===== src/rtl/spi_pkg.sv =====
// Shared types and constants for the SPI memory slave front end.
package spi_pkg;

    localparam int DEF_FRAME_W = 10;
    localparam int DEF_DATA_W  = 8;

    localparam logic [1:0] CMD_WR_ADDR = 2'b00;
    localparam logic [1:0] CMD_WR_DATA = 2'b01;
    localparam logic [1:0] CMD_RD_ADDR = 2'b10;
    localparam logic [1:0] CMD_RD_DATA = 2'b11;

    typedef enum logic [2:0] {
        IDLE,
        CHK_CMD,
        WRITE,
        READ_ADD,
        READ_DATA
    } state_t;

endpackage


===== src/rtl/spi_tx_shifter.sv =====
// Parallel-load, MSB-first serial-out register for the read response.
// done rises with the last shifted bit and stays set until the next load/clear.
module spi_tx_shifter
    import spi_pkg::*;
#(
    parameter int DATA_W = DEF_DATA_W
) (
    input  logic              clk,
    input  logic              rst,
    input  logic              load,
    input  logic              shift,
    input  logic              clear,
    input  logic [DATA_W-1:0] data,
    output logic              serial_out,
    output logic              busy,
    output logic              done
);

    localparam int CNT_W = $clog2(DATA_W + 1);

    logic [DATA_W-1:0] sreg;
    logic [CNT_W-1:0]  cnt;

    assign serial_out = sreg[DATA_W-1];
    assign busy       = (cnt != '0);

    always_ff @(posedge clk or posedge rst) begin
        if (rst) begin
            sreg <= '0;
            cnt  <= '0;
            done <= 1'b0;
        end else if (clear) begin
            sreg <= '0;
            cnt  <= '0;
            done <= 1'b0;
        end else if (load) begin
            sreg <= data;
            cnt  <= CNT_W'(DATA_W);
            done <= 1'b0;
        end else if (shift && busy) begin
            sreg <= {sreg[DATA_W-2:0], 1'b0};
            cnt  <= cnt - 1'b1;
            if (cnt == CNT_W'(1))
                done <= 1'b1;
        end
    end

endmodule


===== src/rtl/spi_slave.sv =====
// SPI slave front end: MOSI frames -> rx_data/rx_valid, tx_data -> MISO on read-data.
// Optional SPI_FRAME_ERR_EN adds a frame_err pulse for aborted frames and select-bit mismatches.
module spi_slave
    import spi_pkg::*;
#(
    parameter int FRAME_W = DEF_FRAME_W,
    parameter int DATA_W  = DEF_DATA_W
) (
    input  logic               clk,
    input  logic               rst,
    input  logic               SS_n,
    input  logic               MOSI,
    output logic               MISO,
    output logic [FRAME_W-1:0] rx_data,
    output logic               rx_valid,
    input  logic [DATA_W-1:0]  tx_data,
    input  logic               tx_valid
`ifdef SPI_FRAME_ERR_EN
    ,
    output logic               frame_err
`endif
);

    localparam logic [3:0] LAST_BIT = 4'(FRAME_W - 1);

    state_t             state;
    logic [3:0]         bit_cnt;
    logic [FRAME_W-2:0] shift_in;
    logic               rx_done;
    logic               rd_addr_seen;
    logic               sel_ok;

    logic tx_active, tx_load, tx_shift, tx_clear;
    logic tx_bit, tx_busy, tx_done;

`ifdef SPI_FRAME_ERR_EN
    logic sel;
    // shift_in MSB holds payload bit 9 on the edge that samples bit 0.
    assign sel_ok = (sel == shift_in[FRAME_W-2]);
`else
    assign sel_ok = 1'b1;
`endif

    assign tx_active = (state == READ_DATA) && rx_done && !SS_n;
    assign tx_load   = tx_active && tx_valid && !tx_busy && !tx_done;
    assign tx_shift  = tx_active && tx_busy;
    assign tx_clear  = (state != IDLE) && SS_n;

    spi_tx_shifter #(.DATA_W(DATA_W)) u_tx (
        .clk        (clk),
        .rst        (rst),
        .load       (tx_load),
        .shift      (tx_shift),
        .clear      (tx_clear),
        .data       (tx_data),
        .serial_out (tx_bit),
        .busy       (tx_busy),
        .done       (tx_done)
    );

    // NOTE: all state below uses non-blocking assignments so every register sees pre-edge values.
    always_ff @(posedge clk or posedge rst) begin
        if (rst) begin
            state        <= IDLE;
            bit_cnt      <= '0;
            shift_in     <= '0;
            rx_data      <= '0;
            rx_valid     <= 1'b0;
            rx_done      <= 1'b0;
            rd_addr_seen <= 1'b0;
            MISO         <= 1'b0;
`ifdef SPI_FRAME_ERR_EN
            sel          <= 1'b0;
            frame_err    <= 1'b0;
`endif
        end else begin
            rx_valid <= 1'b0;
`ifdef SPI_FRAME_ERR_EN
            frame_err <= 1'b0;
`endif
            if (tx_clear) begin
                // Abort: drop any partial frame but keep rd_addr_seen.
`ifdef SPI_FRAME_ERR_EN
                if (bit_cnt != '0)
                    frame_err <= 1'b1;
`endif
                state    <= IDLE;
                bit_cnt  <= '0;
                shift_in <= '0;
                rx_done  <= 1'b0;
                MISO     <= 1'b0;
            end else begin
                case (state)
                    IDLE: begin
                        if (!SS_n)
                            state <= CHK_CMD;
                    end
                    CHK_CMD: begin
`ifdef SPI_FRAME_ERR_EN
                        sel <= MOSI;
`endif
                        if (!MOSI)
                            state <= WRITE;
                        else if (rd_addr_seen)
                            state <= READ_DATA;
                        else
                            state <= READ_ADD;
                    end
                    WRITE, READ_ADD, READ_DATA: begin
                        if (!rx_done) begin
                            shift_in <= {shift_in[FRAME_W-3:0], MOSI};
                            if (bit_cnt == LAST_BIT) begin
                                bit_cnt  <= '0;
                                shift_in <= '0;
                                rx_done  <= 1'b1;
                                if (sel_ok) begin
                                    rx_data  <= {shift_in, MOSI};
                                    rx_valid <= 1'b1;
                                    if (state == READ_ADD)
                                        rd_addr_seen <= 1'b1;
                                end
`ifdef SPI_FRAME_ERR_EN
                                else begin
                                    frame_err <= 1'b1;
                                end
`endif
                            end else begin
                                bit_cnt <= bit_cnt + 4'd1;
                            end
                        end else if (state == READ_DATA) begin
                            MISO <= tx_busy ? tx_bit : 1'b0;
                            if (tx_done)
                                rd_addr_seen <= 1'b0;
                        end
                    end
                    default: state <= IDLE;
                endcase
            end
        end
    end

endmodule


===== config.mk =====
export PLATFORM = sky130hd
export DESIGN_NAME = spi_slave
export DESIGN_NICKNAME = d
export VERILOG_FILES = /design/src/rtl/spi_pkg.sv /design/src/rtl/spi_tx_shifter.sv /design/src/rtl/spi_slave.sv
export SDC_FILE = /design/constraint.sdc
export NUM_CORES = 1
export LEC_CHECK = 0
export CAP_MARGIN = 10
export CORE_ASPECT_RATIO = 1.1
export CORE_MARGIN = 5
export CORE_UTILIZATION = 59
export CTS_BUF_LIST = sky130_fd_sc_hd__clkbuf_4 sky130_fd_sc_hd__clkbuf_8 sky130_fd_sc_hd__clkbuf_16
export DETAILED_ROUTE_END_ITERATION = 7
export PLACE_DENSITY = 0.85
export RECOVER_POWER = 50
export SETUP_SLACK_MARGIN = 0.2
export SYNTH_ARGS = -nofsm -noshare
export SYNTH_HDL_FRONTEND = slang
export SYNTH_HIERARCHICAL = 1
export SYNTH_SLANG_ARGS = --single-unit

===== constraint.sdc =====
create_clock -name clk -period 4.4 [get_ports clk]
set_input_delay 1.1 -clock clk [delete_from_list [all_inputs] [get_ports clk]]
set_output_delay 1.1 -clock clk [all_outputs]
set_load 0.01 [all_outputs]

==> ci_impl_report.md <==
## PnR job results

| Metric | Value |
|---|---|
| Uppermost layer routed | met4 |
| Final Cell Area | around 2500 µm² |
| Drt initial violations | 95 |
| FF-to-FF Start | u_tx/cnt[0] |
| Largest net degree at the start of global routing | 31 |
| Vias in the first global route | ~1600 |
| CTS Buffer Depth | 2 |
| DP HPWL | between 2000 and 3000 µm |
| Status | completed |
| # diodes | 0 |
| Post-route setup slack | ~1.4 ns |
| Worst hold slack | about 0.5 ns |
| Full die area | slightly below 5000 µm² |
| Tool Warnings | 29 |
| First-pass GRT wire length | between 6000 and 7000 µm |
| Total of max-cap violations | 0 |
| Pre-CTS WS | about 1.3 ns |
| Setup violators final | 0 |
| Top Consumer | registers |
| Input/output buffers | 24 |
| Synth Area in Adders | 2.92% |
| Max Slew Vio Count | 0 |
| Yosys Chip Area | around 2100 µm² |
| Hold path startpoint | rx_data[8] |
| DR pass1 iterations | 4 |
| Count of library flops with an enable pin | 0 |
| Max Clk Rate | around 0.33 GHz |
| WS Path Type | in2reg |
| Crit path DRT | 4.62 ns |
| Number of buffers created by CTS | 5 |
| Post-layout min period | 3.01 ns |
| Total length of routed met2 wires | about 2200 µm |
| Switching part of the total | 27.0% |
| Syn Nets | between 200 and 250 |
| Row cnt | 23 |
| Cell count of the worst reg-to-reg path | 8 |
| Placed cell area | about 2400 µm² |
| Syn Area/Cell | roughly 10 µm² |
| Largest reg by FF count | rx_data |
| Yosys cell count | just over 200 |
| Worst Hold End | rx_data[8] |
| Aoi share | a little under a fifth |
| Layout filler cell count | approximately 290 |
| Routability cong. | 0.815 |
| WL met3 | about 160 µm |
| Main logic family after synthesis | AND-OR/OR-AND gates |
| Latest clock arrival within the worst-skew pair | about 0.3 ns |
| Synth top cells by count | dfrtp_1, inv_1, a21oi_1, nand2_1, nand3_1 |
| Yosys top cell by instances | dfrtp_1 |
| Ys Warns | 6 |
| Max VDD drop | between 0.15 and 0.2 mV |
| Setup TNS | 0 ns |
| Synth cell types | roughly 41 |
| Combinational cell power | 0.000116 W |
| Non-filler cells, final | between 200 and 300 |
| Number of vias per cell | 5.77 |
| Worst setup SP type | primary input |
-- critical path, stage by stage --
cell	delay (ns)
dlygate4sd3_1	0.62
nor2_1	0.15
and2_1	0.41
inv_1	0.28
or4_1	0.52
a21oi_1	0.15
-- cells in the final DEF, fill, tap and decap left out, types with 5 or more instances in the layout --
master            n
clkbuf_8          5
a21oi_1          18
a31oi_1           8
dfrtp_1          43
mux2_1            9
ha_1              5
clkdlybuf4s50_1  21
nand2_1          16
o21ai_0           6
a221oi_2          7
nand3_1          13
inv_1            19
o21ai_1           8
nor2_1            7
-- cell type report --
class                           count  area share [%]
Sequential cell                    43            43.2
Multi-Input combinational cell    131            36.7
Timing Repair Buffer               26            10.1
Tap cell                           50            2.51
Inverter                           20            3.01
Clock buffer                        5            2.76
Clock inverter                      3            1.76
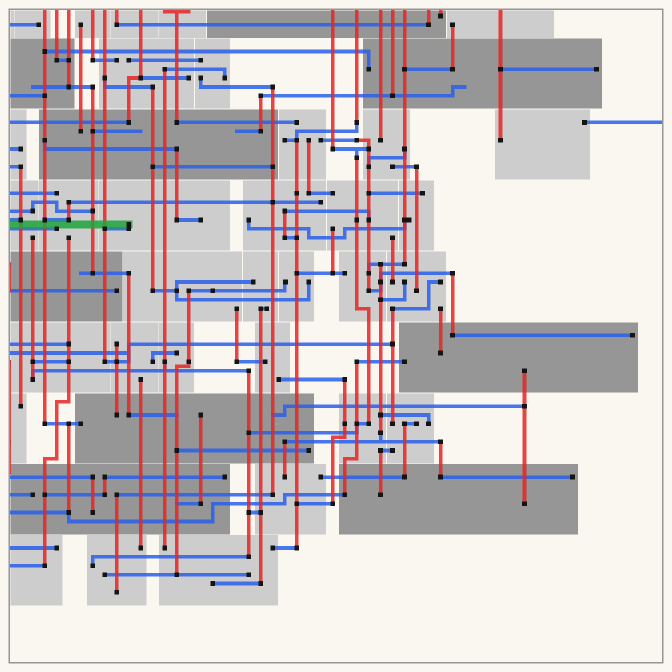
Fig. 1. Zoomed window.
Window x 38 to 63, y 6 to 31 µm. Cells in grey, sequential cells in the stronger grey; small squares are vias.
- blue: metal 1
- red: metal 2
- green: metal 3
- sequential cells in the window: 6
- netlist names of flops here include: bit_cnt (4)
- most frequent: dfrtp_1 (6), inv_1 (3)
- cells with their middle in the window: 32

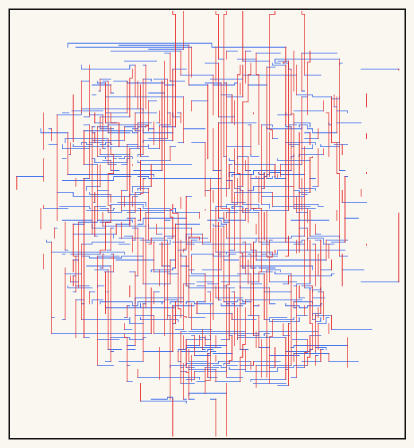
Fig. 2. Routed metal, one colour a layer.
Only two layers are drawn.
- blue: metal 1 (wire length 1790 µm)
- red: metal 2 (wire length 2220 µm)
mean routed wirelength per cell: 15.2 µm
DRT Wirelength: 4230 µm

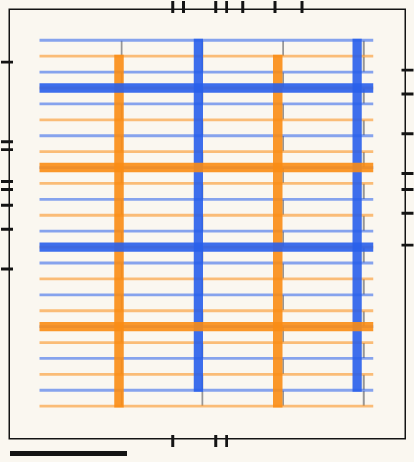
Fig. 3. Floorplan with the power grid.
Scale bar: 20 µm. Pins as bars on the die edge. Tap cells in grey.
- blue: VDD
- orange: VSS
- met1 rails: 24
- signal pins: 25
- tap cells: 50
- met4 straps: 4
Die Ht: 73.2 µm
Die Span X: 67.4 µm

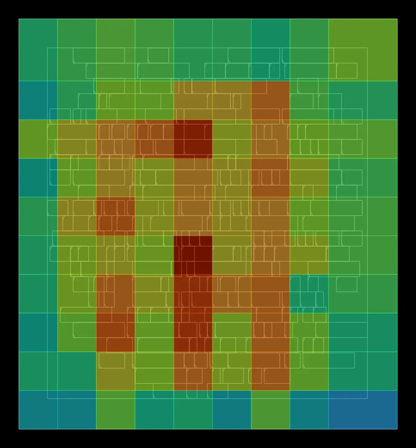
Fig. 4. Routing congestion.
GRT Overall Usage: 18.7%
GRT busiest layer: met2
M1 GR Usage: 22.1%
final core occ: 69.8%
met3 usage: 5.24%

Power and IR drop assume default switching activity.
